==> run_1/cell_classes.png <==
(3 px per um) Fill, decap, tap and diode cells in gray.
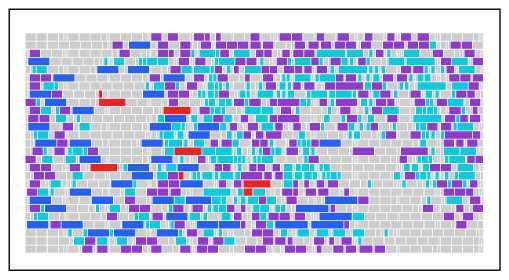
==> run_1/met3.png <==
(4 px per um)
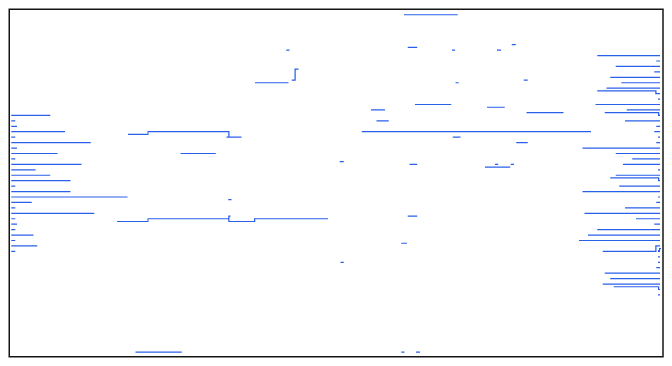
==> run_1/drive_strength.png <==
(3 px per um)
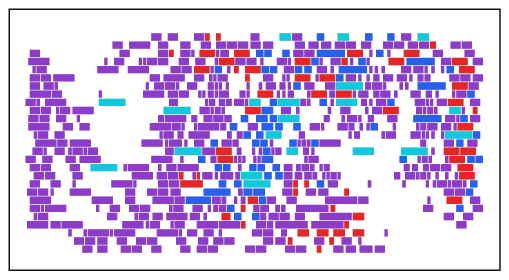
--- src/rtl/gpr_ctl_pkg.sv ---
// Shared constants for the GPR controller: register-file geometry, controller
// state encoding and the writeback source tag used by the arbiter.
package gpr_ctl_pkg;

  localparam int GPR_N  = 32;
  localparam int GPR_AW = 5;
  localparam int GPR_DW = 32;

  localparam logic [1:0] ST_INIT    = 2'd0;
  localparam logic [1:0] ST_RUN     = 2'd1;
  localparam logic [1:0] ST_DBG_RD  = 2'd2;
  localparam logic [1:0] ST_DBG_ACK = 2'd3;

  typedef enum logic {
    SRC_EX = 1'b0,
    SRC_LD = 1'b1
  } wb_src_e;

endpackage

--- src/rtl/gpr_wb_arb.sv ---
// Two-requester writeback arbiter (execute vs load). Grants are combinational
// from the same-cycle valids; RR_ARB selects round-robin or fixed ld priority.
module gpr_wb_arb
  import gpr_ctl_pkg::*;
#(
  parameter int RR_ARB = 1
) (
  input  logic clk,
  input  logic rst,
  input  logic en,
  input  logic ex_valid,
  input  logic ld_valid,
  output logic ex_grant,
  output logic ld_grant
);

  wb_src_e last_src;

  always_comb begin
    ex_grant = 1'b0;
    ld_grant = 1'b0;
    if (en) begin
      if (ex_valid && ld_valid) begin
        if ((RR_ARB != 0) && (last_src == SRC_LD)) ex_grant = 1'b1;
        else                                        ld_grant = 1'b1;
      end else begin
        ex_grant = ex_valid;
        ld_grant = ld_valid;
      end
    end
  end

  // A grant always completes a transfer because ready is the grant itself.
  always_ff @(posedge clk) begin
    if (rst)           last_src <= SRC_EX;
    else if (ex_grant) last_src <= SRC_EX;
    else if (ld_grant) last_src <= SRC_LD;
  end

endmodule

--- src/rtl/gpr_ctl.sv ---
// GPR controller: post-reset zero sweep, ex/ld writeback arbitration onto the
// register-file write port, and debug read/write access through read port 2.
module gpr_ctl
  import gpr_ctl_pkg::*;
#(
  parameter int INIT_ON_RESET = 1,
  parameter int RR_ARB        = 1
) (
  input  logic              clk,
  input  logic              rst,
  input  logic              ex_wr_valid,
  output logic              ex_wr_ready,
  input  logic [GPR_AW-1:0] ex_wr_adr,
  input  logic [GPR_DW-1:0] ex_wr_dat,
  input  logic              ld_wr_valid,
  output logic              ld_wr_ready,
  input  logic [GPR_AW-1:0] ld_wr_adr,
  input  logic [GPR_DW-1:0] ld_wr_dat,
  input  logic              dbg_req,
  input  logic              dbg_we,
  input  logic [GPR_AW-1:0] dbg_adr,
  input  logic [GPR_DW-1:0] dbg_wdat,
  output logic              dbg_ack,
  output logic [GPR_DW-1:0] dbg_rdat,
  input  logic [GPR_AW-1:0] core_rd_adr_2,
  output logic              core_rd2_stall,
  output logic              gpr_wr_en,
  output logic [GPR_AW-1:0] gpr_wr_adr,
  output logic [GPR_DW-1:0] gpr_wr_dat,
  output logic [GPR_AW-1:0] gpr_rd_adr_2,
  input  logic [GPR_DW-1:0] gpr_rd_dat_2,
  output logic              init_busy
);

  localparam logic [1:0] RST_STATE = (INIT_ON_RESET != 0) ? ST_INIT : ST_RUN;

  logic [1:0]        state;
  logic [GPR_AW-1:0] cnt;
  logic [GPR_AW-1:0] dbg_adr_q;
  logic              rd_ack_q;
  logic              arb_en;
  logic              dbg_rd_hold;
  logic              ex_grant;
  logic              ld_grant;
  logic              dbg_wr_acc;
  logic              dbg_rd_acc;

  // Outputs are gated by rst so the reset cycle itself presents idle values.
  assign arb_en      = !rst && (state != ST_INIT);
  assign dbg_rd_hold = !rst && ((state == ST_DBG_RD) || (state == ST_DBG_ACK));

  gpr_wb_arb #(.RR_ARB(RR_ARB)) u_arb (
    .clk      (clk),
    .rst      (rst),
    .en       (arb_en),
    .ex_valid (ex_wr_valid),
    .ld_valid (ld_wr_valid),
    .ex_grant (ex_grant),
    .ld_grant (ld_grant)
  );

  assign ex_wr_ready = ex_grant;
  assign ld_wr_ready = ld_grant;

  // Debug writes take the write port only when neither writeback is asking.
  assign dbg_wr_acc = !rst && (state == ST_RUN) && dbg_req && dbg_we &&
                      !ex_wr_valid && !ld_wr_valid;
  assign dbg_rd_acc = !rst && (state == ST_RUN) && dbg_req && !dbg_we;

  assign dbg_ack        = dbg_wr_acc || (rd_ack_q && !rst);
  assign init_busy      = rst ? (INIT_ON_RESET != 0) : (state == ST_INIT);
  assign core_rd2_stall = dbg_rd_hold;
  assign gpr_rd_adr_2   = dbg_rd_hold ? dbg_adr_q : core_rd_adr_2;

  always_comb begin
    gpr_wr_en  = 1'b0;
    gpr_wr_adr = '0;
    gpr_wr_dat = '0;
    if (!rst && (state == ST_INIT)) begin
      gpr_wr_en  = 1'b1;
      gpr_wr_adr = cnt;
    end else if (ex_grant) begin
      gpr_wr_en  = 1'b1;
      gpr_wr_adr = ex_wr_adr;
      gpr_wr_dat = ex_wr_dat;
    end else if (ld_grant) begin
      gpr_wr_en  = 1'b1;
      gpr_wr_adr = ld_wr_adr;
      gpr_wr_dat = ld_wr_dat;
    end else if (dbg_wr_acc) begin
      gpr_wr_en  = 1'b1;
      gpr_wr_adr = dbg_adr;
      gpr_wr_dat = dbg_wdat;
    end
  end

  always_ff @(posedge clk) begin
    if (rst) begin
      state    <= RST_STATE;
      cnt      <= '0;
      rd_ack_q <= 1'b0;
      dbg_rdat <= '0;
    end else begin
      rd_ack_q <= (state == ST_DBG_ACK);
      case (state)
        ST_INIT: begin
          cnt <= cnt + 5'd1;
          if (cnt == GPR_AW'(GPR_N - 1)) state <= ST_RUN;
        end
        ST_RUN:     if (dbg_rd_acc) state <= ST_DBG_RD;
        ST_DBG_RD:  state <= ST_DBG_ACK;
        // Address has been stable for two cycles, so either file style is valid here.
        ST_DBG_ACK: begin
          dbg_rdat <= gpr_rd_dat_2;
          state    <= ST_RUN;
        end
        default:    state <= ST_RUN;
      endcase
    end
  end

  always_ff @(posedge clk) begin
    if (dbg_rd_acc) dbg_adr_q <= dbg_adr;
  end

endmodule

--- config.mk ---
export PLATFORM = sky130hd
export DESIGN_NAME = gpr_ctl
export DESIGN_NICKNAME = d
export VERILOG_FILES = /design/src/rtl/gpr_ctl_pkg.sv /design/src/rtl/gpr_wb_arb.sv /design/src/rtl/gpr_ctl.sv
export SDC_FILE = /design/constraint.sdc
export NUM_CORES = 1
export LEC_CHECK = 0
export ABC_CLOCK_PERIOD_IN_PS = 2200
export CORE_ASPECT_RATIO = 0.5
export CORE_MARGIN = 5
export CORE_UTILIZATION = 26
export DETAILED_ROUTE_END_ITERATION = 12
export PLACE_DENSITY = 0.65
export SLEW_MARGIN = 20
export SYNTH_ARGS = -nofsm -noshare
export SYNTH_HDL_FRONTEND = slang
export SYNTH_SLANG_ARGS = --single-unit
--- constraint.sdc ---
create_clock -name clk -period 2.2 [get_ports clk]
set_input_delay 0.22 -clock clk [delete_from_list [all_inputs] [get_ports clk]]
set_output_delay 0.22 -clock clk [all_outputs]
set_load 0.02 [all_outputs]
==> results.py, run 1 <==
# Flow results
metrics = {
    "clock_tree": {
        "cts_tree": "done",
        "postCtsSetupBuffers": 5,
        "clk_pin_slew_ns": 0.06,
    },
    "global_routing": {
        "grt-ovfl-total": 0,
        "gr-usage-met2_pct": 32.7,
    },
    "worst_setup_path": {
        "crit_path_top_delay_cell": "dfxtp_2",
        "cp-endpoint": "gpr_wr_dat[2]",
        "r2r_start": "cnt[0]",
        "worst-path-stages": 9,
        "regToRegEndpoint": "state[1]",
        "max_stage_delay_ns": 0.33,
        "crit_start": "state[1]",
        "critPathTopFamily": "buffers and inverters",
    },
    "hold_path": {
        "worstHoldStart": "rst",
        "min_path_type": "in -> reg",
    },
    "synthesis": {
        "netlist_logic_family_top": "AND-OR/OR-AND gates",
        "yosys_warnings": 0,
        "top_area_share_pct": 27.0,
        "ys_sh_adder_pct": 2.47,
        "synthCells": 404,
        "aoi_share_pct": 20.9,
    },
    "final_timing": {
        "max_freq_mhz": 451,
        "layout_setup_ws_ns": -0.0152,
        "final.min_clock_period_ns": 2.22,
        "worst_hold_slack_ns": 0.322,
        "setup_viol": 2,
    },
    "floorplanning": {
        "taps": 159,
    },
    "status": {
        "outcome": "finished, violations left",
        "violations": "setup timing",
    },
    "cells_and_area": {
        "areaGrowthSynthToFinish_pct": 103,
        "fin_util_pct": 55.1,
        "seq_share_pct": 15.8,
        "finalInstanceArea_um2": 6180,
        "diodes": 0,
        "comb_area_um2": 2040,
    },
    "power_and_ir_drop": {
        "peakVddDrop_mv": 0.327,
        "comb_power_uw": 1560,
        "pwr-share-seq_pct": 28.7,
        "powerDensity_nw_per_um2": 525,
        "switchingPower_uw": 1130,
    },
    "drt": {
        "dr.first_iter.drc_count": 195,
        "routed_wl_mm": 13.6,
    },
    "flow_run": {
        "warnings": 31,
    },
}
-- cell_classes.png (at the start) --
| color | class | cells |
|---|---|---|
| cyan | all other logic | 318 |
| purple | other buffers and delay cells | 280 |
| red | clock drivers and dummy loads | 8 |
| blue | flip-flops | 46 |

-- met3.png (at the start) --
wire length on this layer: 813 um
main direction: horizontal

-- drive_strength.png (at the start) --
| color | size | cells | share |
|---|---|---|---|
| red | drive 2 | 58 | 8.9% |
| cyan | drive 6 and up | 20 | 3.1% |
| purple | drive 1 or less | 502 | 77% |
| blue | drive 3 to 4 | 72 | 11% |

run 1: cell usage after synthesis (all sizes together):
cell type and number:
nand3b 1, mux2 5, o22a 1, and3b 1, nor2b 5, ha 6
inv 40, edfxtp 5, xor2 2, a22oi 3, o21ai 6, nor3 1
nand2b 2, dfxtp 41, nand4 1, nor2 113, o22ai 2, a22o 3
and4 2, a21o 1, and3 6, xnor2 1, a221oi 32, nand2 6
clkbuf 17, mux2i 35, or3b 1, a21oi 6, or4 1, a31oi 35
buf 23
run 1: tightest hold or removal path, cell delays in order:
cell	delay (ns)
buf_2	0.14
buf_4	0.16
nor2_1	0.05
==> run_1/gate_families.png <==
(3 px per um)
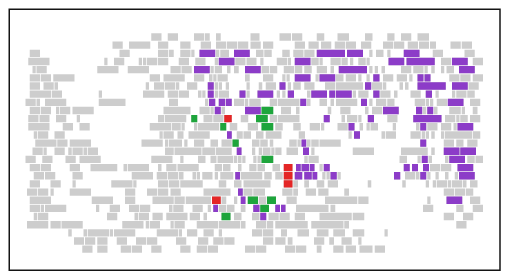

--- run 2 (diff from run 1) ---
Settings changed: CORE_MARGIN 5 to 2, PLACE_DENSITY 0.65 to not set.
==> run_2/gate_families.png <==
(3 px per um)
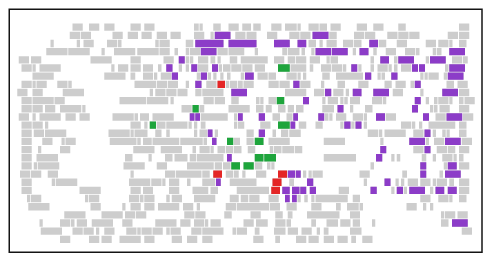
| color | family | cells | most used |
|---|---|---|---|
| purple | inverting AOI/OAI gates | 84 | a31oi_1 |
| green | AND and OR gates | 11 | and3_1 |
| red | AND-OR and OR-AND gates | 5 | a22o_1 |

==> run 2 against run 1 <==
Compared with the run above: the run still ends with setup timing left; worst setup slack improved by 0.0041 ns; via count fell by 1.2%; register-to-register slack got worse by 0.07 ns; sequential power barely moved; synthesized cell count did not move; critical path depth fell by 2; hold slack improved by 0.13 ns; largest power group unchanged.
==> results.py, run 2 <==
# Flow results
metrics = {
    "synthesis": {
        "synth-edff-count": 5,
        "postSynth.asyncResetShare_pct": 0,
        "netlist_logic_family_top": "AND-OR/OR-AND gates",
        "aoi_share_pct": 20.9,
        "yosys_warnings": 0,
        "synthCells": 404,
        "synth-main-ff-cell": "dfxtp_1",
        "ys_sh_adder_pct": 2.47,
        "top_area_share_pct": 27.0,
        "synth.most_common_cell": "nor2_1",
        "ys_top_cells_by_count": "112 x nor2_1, 41 x dfxtp_1, 40 x inv_1",
    },
    "final_timing": {
        "layout_setup_ws_ns": -0.0111,
        "setup_viol": 1,
        "worst_hold_slack_ns": 0.449,
        "final.min_clock_period_ns": 2.21,
        "max_freq_mhz": 452,
    },
    "worst_setup_path": {
        "reg2reg_slack_ns": 0.56,
        "cp-endpoint": "gpr_wr_en",
        "max_stage_delay_ns": 0.48,
        "crit_path_top_delay_cell": "or4_4",
        "r2r_start": "state[0]",
        "regToRegEndpoint": "state[1]",
        "worst-path-stages": 7,
        "critPathTopFamily": "simple AND/OR/NAND/NOR gates",
    },
    "drt": {
        "dr.first_iter.drc_count": 163,
    },
    "clock_tree": {
        "cts_tree": "done",
        "clk_pin_slew_ns": 0.06,
    },
    "hold_path": {
        "worstHoldStart": "rst",
    },
    "power_and_ir_drop": {
        "peakVddDrop_mv": 0.399,
        "pwr-share-seq_pct": 29.2,
        "switchingPower_uw": 1100,
        "comb_power_uw": 1500,
        "powerDensity_nw_per_um2": 529,
    },
    "cells_and_area": {
        "comb_area_um2": 1950,
        "areaGrowthSynthToFinish_pct": 98.4,
        "finalInstanceArea_um2": 6040,
        "diodes": 0,
    },
    "status": {
        "outcome": "finished, violations left",
        "violations": "setup timing",
    },
    "global_routing": {
        "grt_max_degree": 58,
        "grt-ovfl-total": 0,
    },
    "flow_run": {
        "warnings": 31,
    },
}
==> run_2/met3.png <==
(4 px per um)
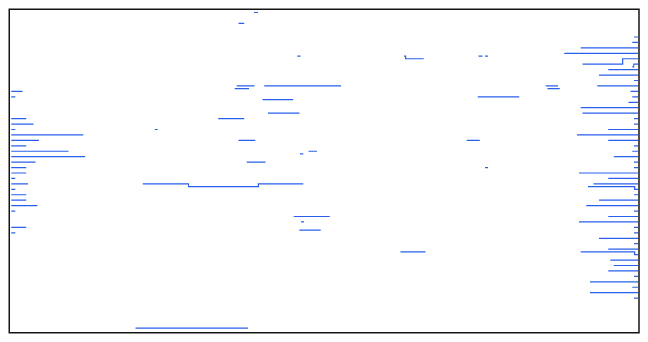
met3 Use GR: 3.13%
via count: 3,746
final wirelength: 12.5 mm

run 2: netlist changes by cell type in the layout (fill, tap and decap cells not counted), moves of 3 or more:
cell	before	now
a221oi_2	27	20
clkbuf_2	3	6
buf_2	14	17
a221oi_4	5	2
buf_4	59	54
a221oi_1	0	10
run 2: area by class of cell:
class	count	share of cell area (%)
well taps	159	3.29
multi-input cells	278	32.2
repair buffers	277	43.4
clock buffers	5	2.07
inverters	40	2.49
clock inverters	3	0.394
flip-flops and latches	46	16.2
run 2: repair_timing:
| item | CTS | global route |
|---|---|---|
| pin swaps | 2 | 17 |
| gates cloned | 0 | 3 |
| gates resized | 185 | 60 |
| hold endpoints to repair | 0 | 0 |
| endpoints found under the setup margin | 46 | 46 |
| setup buffers | 1 | 3 |
Power and IR drop assume default switching activity.
